### src/rtl/cmp_seq.sv
// Sequential compare/branch-resolution unit: resolves EQ/NE/SLT/SLTU/LT/GE/LTU/GEU
// MSB-first, DIGIT bits per cycle. Define CMP_EARLY_EXIT_EN to stop at the first unequal chunk.
module cmp_seq #(
  parameter int WIDTH = 32,
  parameter int DIGIT = 8
) (
  input  logic             clk,
  input  logic             rst_n,
  input  logic             in_valid,
  output logic             in_ready,
  input  logic [WIDTH-1:0] in_a,
  input  logic [WIDTH-1:0] in_b,
  input  logic [2:0]       in_op,
  output logic             out_valid,
  input  logic             out_ready,
  output logic             out_flag,
  output logic [WIDTH-1:0] out_word
);

  localparam int N     = WIDTH / DIGIT;
  localparam int IDX_W = (N > 1) ? $clog2(N) : 1;

  typedef enum logic [1:0] {IDLE, RUN, DONE} state_e;

  state_e             state_q, state_d;
  logic [WIDTH-1:0]   a_q, a_d, b_q, b_d;
  logic [2:0]         op_q, op_d;
  logic [IDX_W-1:0]   idx_q, idx_d;
  logic               lt_q, lt_d, eq_q, eq_d, dec_q, dec_d, flag_q, flag_d;

  logic [WIDTH-1:0]   sh_a, sh_b;
  logic [DIGIT-1:0]   chunk_a, chunk_b;
  logic               is_signed, res_lt, res_eq, res_dec, run_done, flag_res;

  // Offset-binary trick: flipping the sign bit of the top chunk turns a signed
  // compare into an unsigned one, so no subtraction or carry is ever needed.
  always_comb begin
    is_signed = (op_q == 3'b010) || (op_q == 3'b100) || (op_q == 3'b101);
    sh_a      = a_q >> (DIGIT * int'(idx_q));
    sh_b      = b_q >> (DIGIT * int'(idx_q));
    chunk_a   = sh_a[DIGIT-1:0];
    chunk_b   = sh_b[DIGIT-1:0];
    if (is_signed && (idx_q == IDX_W'(N - 1))) begin
      chunk_a[DIGIT-1] = ~chunk_a[DIGIT-1];
      chunk_b[DIGIT-1] = ~chunk_b[DIGIT-1];
    end
  end

  // Once decided, later chunks are ignored so the constant-time walk keeps the first result.
  always_comb begin
    res_lt  = lt_q;
    res_eq  = eq_q;
    res_dec = dec_q;
    if (!dec_q) begin
      if (chunk_a != chunk_b) begin
        res_lt  = (chunk_a < chunk_b);
        res_eq  = 1'b0;
        res_dec = 1'b1;
      end else if (idx_q == '0) begin
        res_lt  = 1'b0;
        res_eq  = 1'b1;
        res_dec = 1'b1;
      end
    end
`ifdef CMP_EARLY_EXIT_EN
    run_done = res_dec;
`else
    run_done = (idx_q == '0);
`endif
    case (op_q)
      3'b000:  flag_res = res_eq;
      3'b001:  flag_res = ~res_eq;
      3'b101,
      3'b111:  flag_res = ~res_lt;
      default: flag_res = res_lt;
    endcase
  end

  always_ff @(posedge clk or negedge rst_n) begin
    if (!rst_n) begin
      state_q <= IDLE;
    end else begin
      state_q <= state_d;
    end
  end

  always_comb begin
    state_d = state_q;
    case (state_q)
      IDLE:    if (in_valid) state_d = RUN;
      RUN:     if (run_done) state_d = DONE;
      DONE:    if (out_ready) state_d = IDLE;
      default: state_d = IDLE;
    endcase
  end

  always_comb begin
    in_ready  = (state_q == IDLE);
    out_valid = (state_q == DONE);
    out_flag  = flag_q;
    out_word  = {{(WIDTH-1){1'b0}}, flag_q};
  end

  // NOTE: every _d gets its hold value first so no path through the case infers a latch.
  always_comb begin
    a_d    = a_q;
    b_d    = b_q;
    op_d   = op_q;
    idx_d  = idx_q;
    lt_d   = lt_q;
    eq_d   = eq_q;
    dec_d  = dec_q;
    flag_d = flag_q;
    case (state_q)
      IDLE: if (in_valid) begin
        a_d   = in_a;
        b_d   = in_b;
        op_d  = in_op;
        idx_d = IDX_W'(N - 1);
        lt_d  = 1'b0;
        eq_d  = 1'b0;
        dec_d = 1'b0;
      end
      RUN: begin
        lt_d  = res_lt;
        eq_d  = res_eq;
        dec_d = res_dec;
        if (run_done) flag_d = flag_res;
        else          idx_d  = idx_q - IDX_W'(1);
      end
      default: ;
    endcase
  end

  // NOTE: registers update with non-blocking assignments so all flops sample the same pre-edge values.
  always_ff @(posedge clk or negedge rst_n) begin
    if (!rst_n) begin
      a_q    <= '0;
      b_q    <= '0;
      op_q   <= '0;
      idx_q  <= IDX_W'(N - 1);
      lt_q   <= 1'b0;
      eq_q   <= 1'b0;
      dec_q  <= 1'b0;
      flag_q <= 1'b0;
    end else begin
      a_q    <= a_d;
      b_q    <= b_d;
      op_q   <= op_d;
      idx_q  <= idx_d;
      lt_q   <= lt_d;
      eq_q   <= eq_d;
      dec_q  <= dec_d;
      flag_q <= flag_d;
    end
  end

endmodule

### config.mk
export PLATFORM = sky130hd
export DESIGN_NAME = cmp_seq
export DESIGN_NICKNAME = d
export VERILOG_FILES = /design/src/rtl/cmp_seq.sv
export SDC_FILE = /design/constraint.sdc
export NUM_CORES = 1
export LEC_CHECK = 0
export CORE_UTILIZATION = 50
export CTS_CLUSTER_DIAMETER = 50
export CTS_CLUSTER_SIZE = 24
export DETAILED_ROUTE_END_ITERATION = 16
export PLACE_DENSITY = 0.83
export SLEW_MARGIN = 20
export SYNTH_ARGS = -nofsm -noshare
export SYNTH_HDL_FRONTEND = slang
export SYNTH_SLANG_ARGS = --single-unit
### constraint.sdc
create_clock -name clk -period 8.95 [get_ports clk]
set_clock_uncertainty 0.2 [all_clocks]
set_input_delay 1.3425 -clock clk [delete_from_list [all_inputs] [get_ports clk]]
set_output_delay 1.3425 -clock clk [all_outputs]
set_load 0.05 [all_outputs]
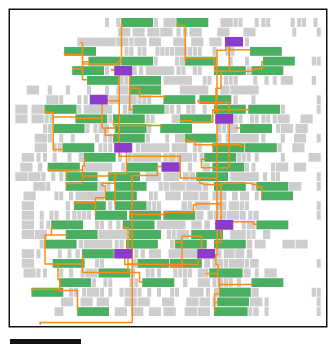
*Routed clock nets over the placement, run 1*
Scale bar: 20 um.
[orange] clock wires | length: 870 um
[purple] clock drivers | count: 9
[green] flip-flops | count: 75
routed clock nets: 10
Clock power frac: 16.4%
Clk power: 263 uW
Latency at later pin: 350 ps

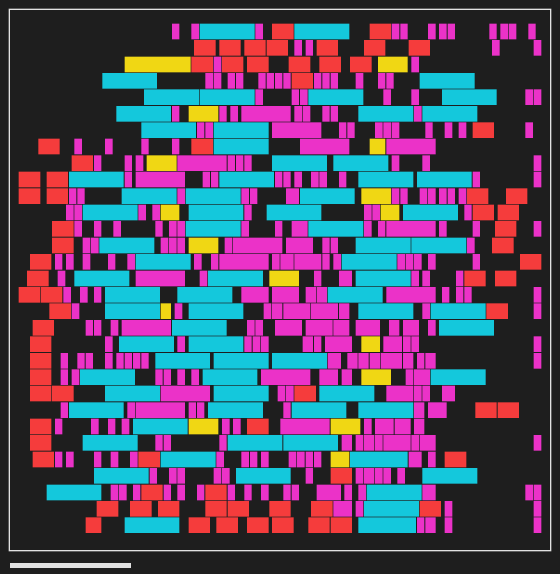
*Placed cells, one colour a class, run 1*
Scale bar: 20 um.
[yellow] clock drivers and dummy loads | cells: 16
[red] remaining buffers and delay cells | cells: 74
[magenta] combinational and other logic | cells: 323
[cyan] sequential cells | cells: 75

==> summary.txt, run 1 <==
run metrics: nets=564, Post-CTS Hold Fix Bufs=0, Slew HR=38.79%, total congestion overflow=0, Final WS setup=5471 ps, PortBufs=74, Peak VDD IR=0.1404 mV, initial antenna violation count=0, most instantiated logic cells after routing=205 x nand2_1, 73 x dfrtp_1, 73 x clkdlybuf4s50_1, # setup viols final=0, placed cells=571, placed instance area=0.004458 mm2, Critical Path AT=1940 ps, global-route wire length before repair=12.99 mm, Slew @ Worst Pin=918.1 ps, Crit path depth=2, Filler cells=624, R2R Setup Slk=5620 ps, min Tclk post-route=3479 ps, Initial DRC Count=151, GP Congestion=0.8054, DR WL met2=4.016 mm, hold_ws=275.4 ps, outcome=finished, final reports clean, most instantiated logic cell after routing=nand2_1, crit path capture=in_ready, top cell family by delay on the critical path=buffers and inverters, Pwr Total=1.600 mW, root buffer cell=clkbuf_8, first-pass iteration count of the detailed router=4
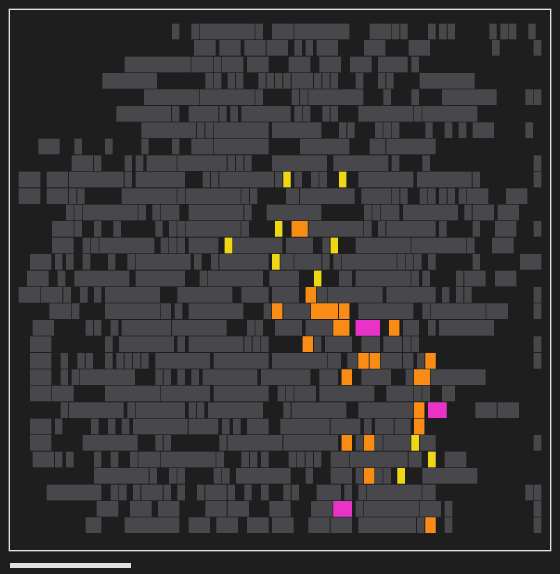
*Logic cells by family, run 1*
Scale bar: 20 um.
[orange] aoi and oai cells | cells: 19 | most used: o21ai_0
[yellow] inv cells | cells: 10 | most used: inv_1
[magenta] and/or cells | cells: 3

## run 1: power by group through the flow
stage | clock [mW] | sequential (mW) | combinational [mW]
floorplan | 0 | 0.575 | 0.589
global placement | 0 | 0.625 | 0.671
detailed placement | 0 | 0.638 | 0.704
CTS | 0.266 | 0.634 | 0.710
global route | 0.281 | 0.657 | 0.793
finish | 0.263 | 0.632 | 0.706
## run 1: sequential cells by signal, summed over array words and instances, names as in the netlist
signal,flops
out_flag,1
dec_q,1
idx_q,2
op_q,3
b_q,32
state_q,2
eq_q,1
a_q,32
lt_q,1
## run 1: area by class of cell
cell class / count / area, um2 / area share, %
Sequential cell: 75 / 1879 / 40.32
Multi-Input combinational cell: 313 / 1680 / 36.05
Timing Repair Buffer: 74 / 738.2 / 15.84
Clock buffer: 9 / 123.9 / 2.658
Tap cell: 99 / 123.9 / 2.658
Clock inverter: 7 / 77.57 / 1.664
Inverter: 10 / 37.54 / 0.8054
## run 1: synth_stat cells
cell type and count:
nand2b_1 2, a211oi_2 1, xor2_1 1, nand3_1 1, nor3b_1 2, nor3_1 2, nor2_1 11, nor2b_1 3
o21bai_1 1, or3b_2 1, nand4_1 2, nand3b_1 1, ha_1 10, clkbuf_1 9, nand2_1 206, a21oi_1 6
o21ai_0 9, o211ai_1 2, mux4_2 16, inv_1 10, xnor2_1 2, buf_4 34, o211a_1 1, buf_2 8
and2_1 1, or3_4 1, dfstp_2 2, dfrtp_1 73, conb_1 1
## run 1: logic make-up after synthesis
group / Yosys count / synth area share, %
muxes: 16 / 9.474
adders and majority gates: 10 / 3.289
and+or+nand+nor: 233 / 24.24
other: 1 / 0.09859
DFF: 75 / 49.41
buffers and inverters: 61 / 9.638
xor gates and xnor gates: 3 / 0.6909
AOI/OAI and AO/OA: 20 / 3.158
==> run 2, diff against run 1 <==
--- a/config.mk
+++ b/config.mk
@@ -5,11 +5,11 @@
 export SDC_FILE = /design/constraint.sdc
 export NUM_CORES = 1
 export LEC_CHECK = 0
-export CORE_UTILIZATION = 50
+export CORE_UTILIZATION = 48
 export CTS_CLUSTER_DIAMETER = 50
 export CTS_CLUSTER_SIZE = 24
 export DETAILED_ROUTE_END_ITERATION = 16
-export PLACE_DENSITY = 0.83
+export PLACE_DENSITY = 0.8
 export SLEW_MARGIN = 20
 export SYNTH_ARGS = -nofsm -noshare
 export SYNTH_HDL_FRONTEND = slang
==> constraint.sdc (replaced) <==
create_clock -name clk -period 3.3 [get_ports clk]
set_clock_uncertainty 0.2 [all_clocks]
set_input_delay 0.495 -clock clk [delete_from_list [all_inputs] [get_ports clk]]
set_output_delay 0.495 -clock clk [all_outputs]
set_load 0.05 [all_outputs]
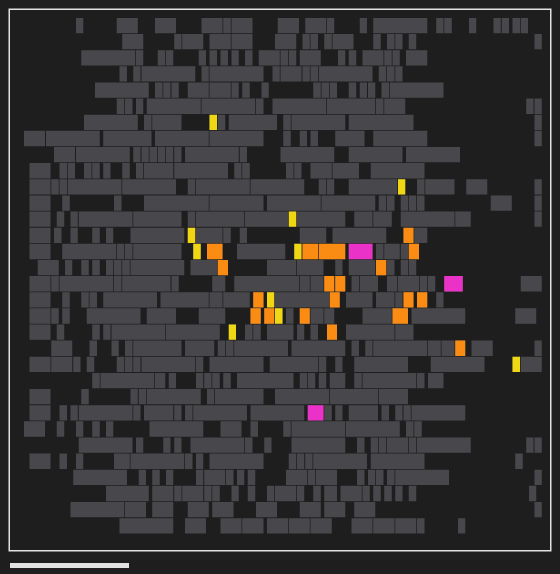
*Logic cells by family, run 2*
Scale bar: 20 um.
[orange] aoi and oai cells | cells: 19 | most used: o21ai_0
[magenta] and/or cells | cells: 3
[yellow] inv cells | cells: 10 | most used: inv_1 | where: centre

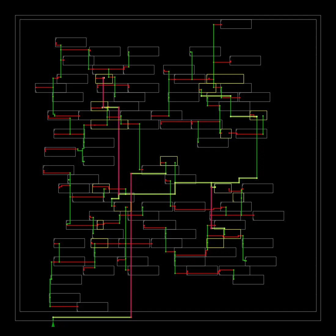
*Clock wiring as the flow saved it, run 2*
Clock Sinks: 75
Clk power: 814 uW

==> summary.txt, run 2 <==
run metrics: main flop type=dfrtp_1, MUX area fraction=9.474% (unchanged), min Tclk post-route=3090 ps, die height=91.02 um, Adders+Majority by Area=3.289% (unchanged), first-pass iteration count of the detailed router=4 (unchanged), area fraction in and, or, nand and nor cells=24.24% (unchanged), ys async rst share=100.0% (unchanged), EDFF count, synth=0 (unchanged), RSZ-0062 raised after global routing=no, PortBufs=74 (unchanged), hold_ws=74.24 ps (-201.2 ps), total congestion overflow=0 (unchanged), initial antenna violation count=0 (unchanged), count leader, synth=nand2_1, # setup viols final=0 (unchanged), outcome=finished, final reports clean, pwr/cell area=951.5 mW/mm2, placed instance area=0.004504 mm2 (+1.0%), largest registers=a_q x32, b_q x32, op_q x3, most instantiated cells after synthesis=206 x nand2_1, 73 x dfrtp_1, 34 x buf_4, nets=567 (+0.53%), aoi share=3.158% (unchanged), GP Congestion=0.8772 (+8.9%), Pwr Total=4.512 mW (+180%), Latency at later pin=350 ps (about the same), Slew @ Worst Pin=921.5 ps (+3.377 ps), top cell family by delay on the critical path=flip-flops, Peak VDD IR=0.3846 mV (+170%), Logic family by area=simple AND/OR/NAND/NOR gates, global-route wire length before repair=13.61 mm (+4.7%), Critical Path AT=3120 ps (+1180 ps), Filler cells=635 (+1.8%), Max Used Layer=met4
==> run 2: power by group <==
part           internal (mW)  total (mW)  switching [mW]
sequential              1.37        1.71           0.343
combinational          0.908        1.99            1.08
clock                  0.471       0.814           0.343
==> run 2: through the flow <==
step                setup slack (ps)  utilization [%]
floorplan                      177.0                -
global placement               220.8            58.59
detailed placement             184.0            58.59
CTS                            159.4            61.64
global route                   29.54            61.69
finish                         210.4            61.69
==> run 2: area by class of cell <==
class | count | area, um2 | share of cell area [%]
tap | 102 | 127.6 | 2.691
multi-input combinational | 313 | 1674 | 35.30
timing repair buffer | 77 | 785.8 | 16.57
inverter | 10 | 37.54 | 0.7916
clock buffer | 11 | 151.4 | 3.193
sequential | 75 | 1883 | 39.71
clock inverter | 5 | 82.58 | 1.741
==> run 2: path summary, 6_finish.rpt <==
| check | from | to | slack (ps) | depth (start not counted) |
|---|---|---|---|---|
| max reg2reg | idx_q[1] | out_flag | 210 | 10 |
| min reg2reg | a_q[8] | a_q[8] | 280 | 2 |
| min in group clk | a_q[8] | a_q[8] | 280 | 2 |
| max in group asynchronous | rst_n | op_q[1] | 2220 | 1 |
| min | rst_n | a_q[19] | 70 | 1 |
| max | idx_q[1] | out_flag | 210 | 10 |
==> run 2: routing by layer <==
layer,track usage (%),vias up
li1,-,1402
met1,25.13,1360
met2,37.82,85
met3,5.193,16
met4,7.804,0
met5,0,-
==> run 2: what timing repair did <==
action,4_1_cts,5_1_grt
gates resized,0,1
hold buffers,0,0
endpoints found under the setup margin,0,1
==> run 3, diff against run 2 <==
--- a/config.mk
+++ b/config.mk
@@ -5,6 +5,7 @@
 export SDC_FILE = /design/constraint.sdc
 export NUM_CORES = 1
 export LEC_CHECK = 0
+export CORE_MARGIN = 2
 export CORE_UTILIZATION = 48
 export CTS_CLUSTER_DIAMETER = 50
 export CTS_CLUSTER_SIZE = 24
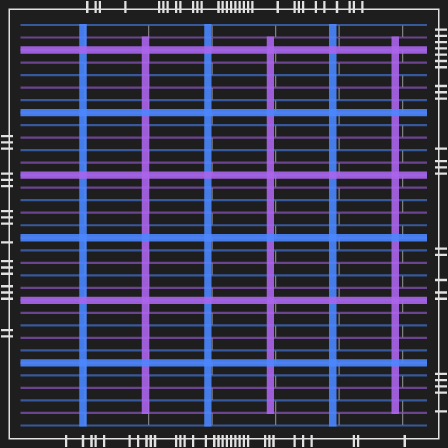
*Supply network, run 3*
Pins as bars on the die edge. Tap cells in grey.
[blue] VSS
[purple] VDD
met1 rails: 33
met5 straps: 6
rows: 32
met4 straps: 6
die width: 93.02 um
core area: 0.007687 mm2
die height: 93.02 um
Peak VDD IR: 0.3579 mV

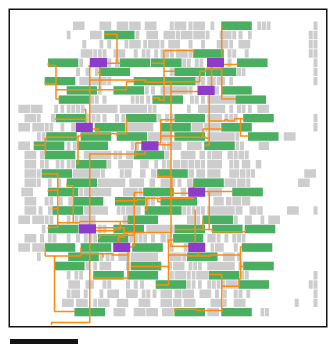
*Routed clock nets over the placement, run 3*
Scale bar: 20 um.
[green] flip-flops | count: 75
[orange] clock wires | length: 948 um
[purple] clock drivers | count: 9
routed clock nets: 10
Clock power frac: 14.5%
Clk power: 638 uW

==> summary.txt, run 3 <==
run metrics: outcome=finished, final reports clean, crit path from=idx_q[0], pwr/cell area=932.9 mW/mm2 (-1.9%), Reg2Reg Depth=9 (-1), total congestion overflow=0 (unchanged), RR Endpoint=out_flag, global-route wire length before repair=13.70 mm (+0.66%), most instantiated cells after synthesis=206 x nand2_1, 73 x dfrtp_1, 34 x buf_4, nets=570 (+0.53%), PortBufs=74 (unchanged), R2R Setup Slk=190 ps (-20 ps), first-pass iteration count of the detailed router=4 (unchanged), Clock Sinks=75 (unchanged), min Tclk post-route=3110 ps (+20.16 ps), GP Congestion=0.8474 (-3.4%), initial antenna violation count=0 (unchanged), RSZ-0062 raised after global routing=no, EDFF count, synth=0 (unchanged), Filler cells=621 (-2.2%), ys async rst share=100.0% (unchanged), crit path capture=out_flag, Final WS setup=190.3 ps (-20.16 ps), Latency at later pin=350 ps (about the same), Comb area=0.001679 mm2 (+0.30%), Slew @ Worst Pin=926.4 ps (+4.898 ps), Post-CTS Hold Fix Bufs=0 (unchanged), largest registers=a_q x32, b_q x32, op_q x3
## run 3: kinds of logic after synthesis
logic type	Yosys count	synth area share, %
muxes	16	9.474
and+or+nand+nor	233	24.24
buffers and inverters	61	9.638
DFF	75	49.41
adders and majority gates	10	3.289
other	1	0.09859
xor gates and xnor gates	3	0.6909
AOI/OAI and AO/OA	20	3.158
## run 3: where the power goes
| group | internal [mW] | switching, mW | leakage, nW |
|---|---|---|---|
| sequential | 1.37 | 0.325 | 0.925 |
| clock | 0.317 | 0.321 | 0.0850 |
| combinational | 0.932 | 1.12 | 1.34 |
## run 3: per-stage QoR
stage	hold slack, ps	utilization [%]	total power, mW
after CTS	113.7	60.81	4.377
final	68.41	61.26	4.394
after global routing	154.7	61.26	4.758
after floorplan	-0.5910	-	3.157
after global placement	255.0	58.59	3.586
after detailed placement	257.6	58.59	3.713
## run 3: timing repair
item,4_1_cts,5_1_grt
buffers inserted,0,3
setup endpoints to repair,0,2
resized,0,3
## run 3: layout make-up
class	count	share of cell area [%]
timing repair buffer	80	17.16
clock buffer	16	3.613
inverter	10	0.7970
sequential	75	40.06
multi-input combinational	313	35.65
tap	102	2.710
## run 3: metal layers
metal | up-vias | GRT usage [%] | part of all wire, %
met5 | - | 0 | 0
met4 | 0 | 8.578 | 2.4
met3 | 19 | 4.271 | 4.9
met2 | 86 | 35.33 | 53
met1 | 1416 | 25.30 | 39
li1 | 1408 | - | -
## run 3: worst max-delay path, delay by kind of cell, from the launching register on
family	cells	cell delay [ps]
AOI/OAI and AO/OA	3	440
adders and majority gates	1	340
buffers and inverters	1	150
DFF	1	690
muxes	1	510
and+or+nand+nor	3	650
Power is estimated from default activity; no workload was simulated.
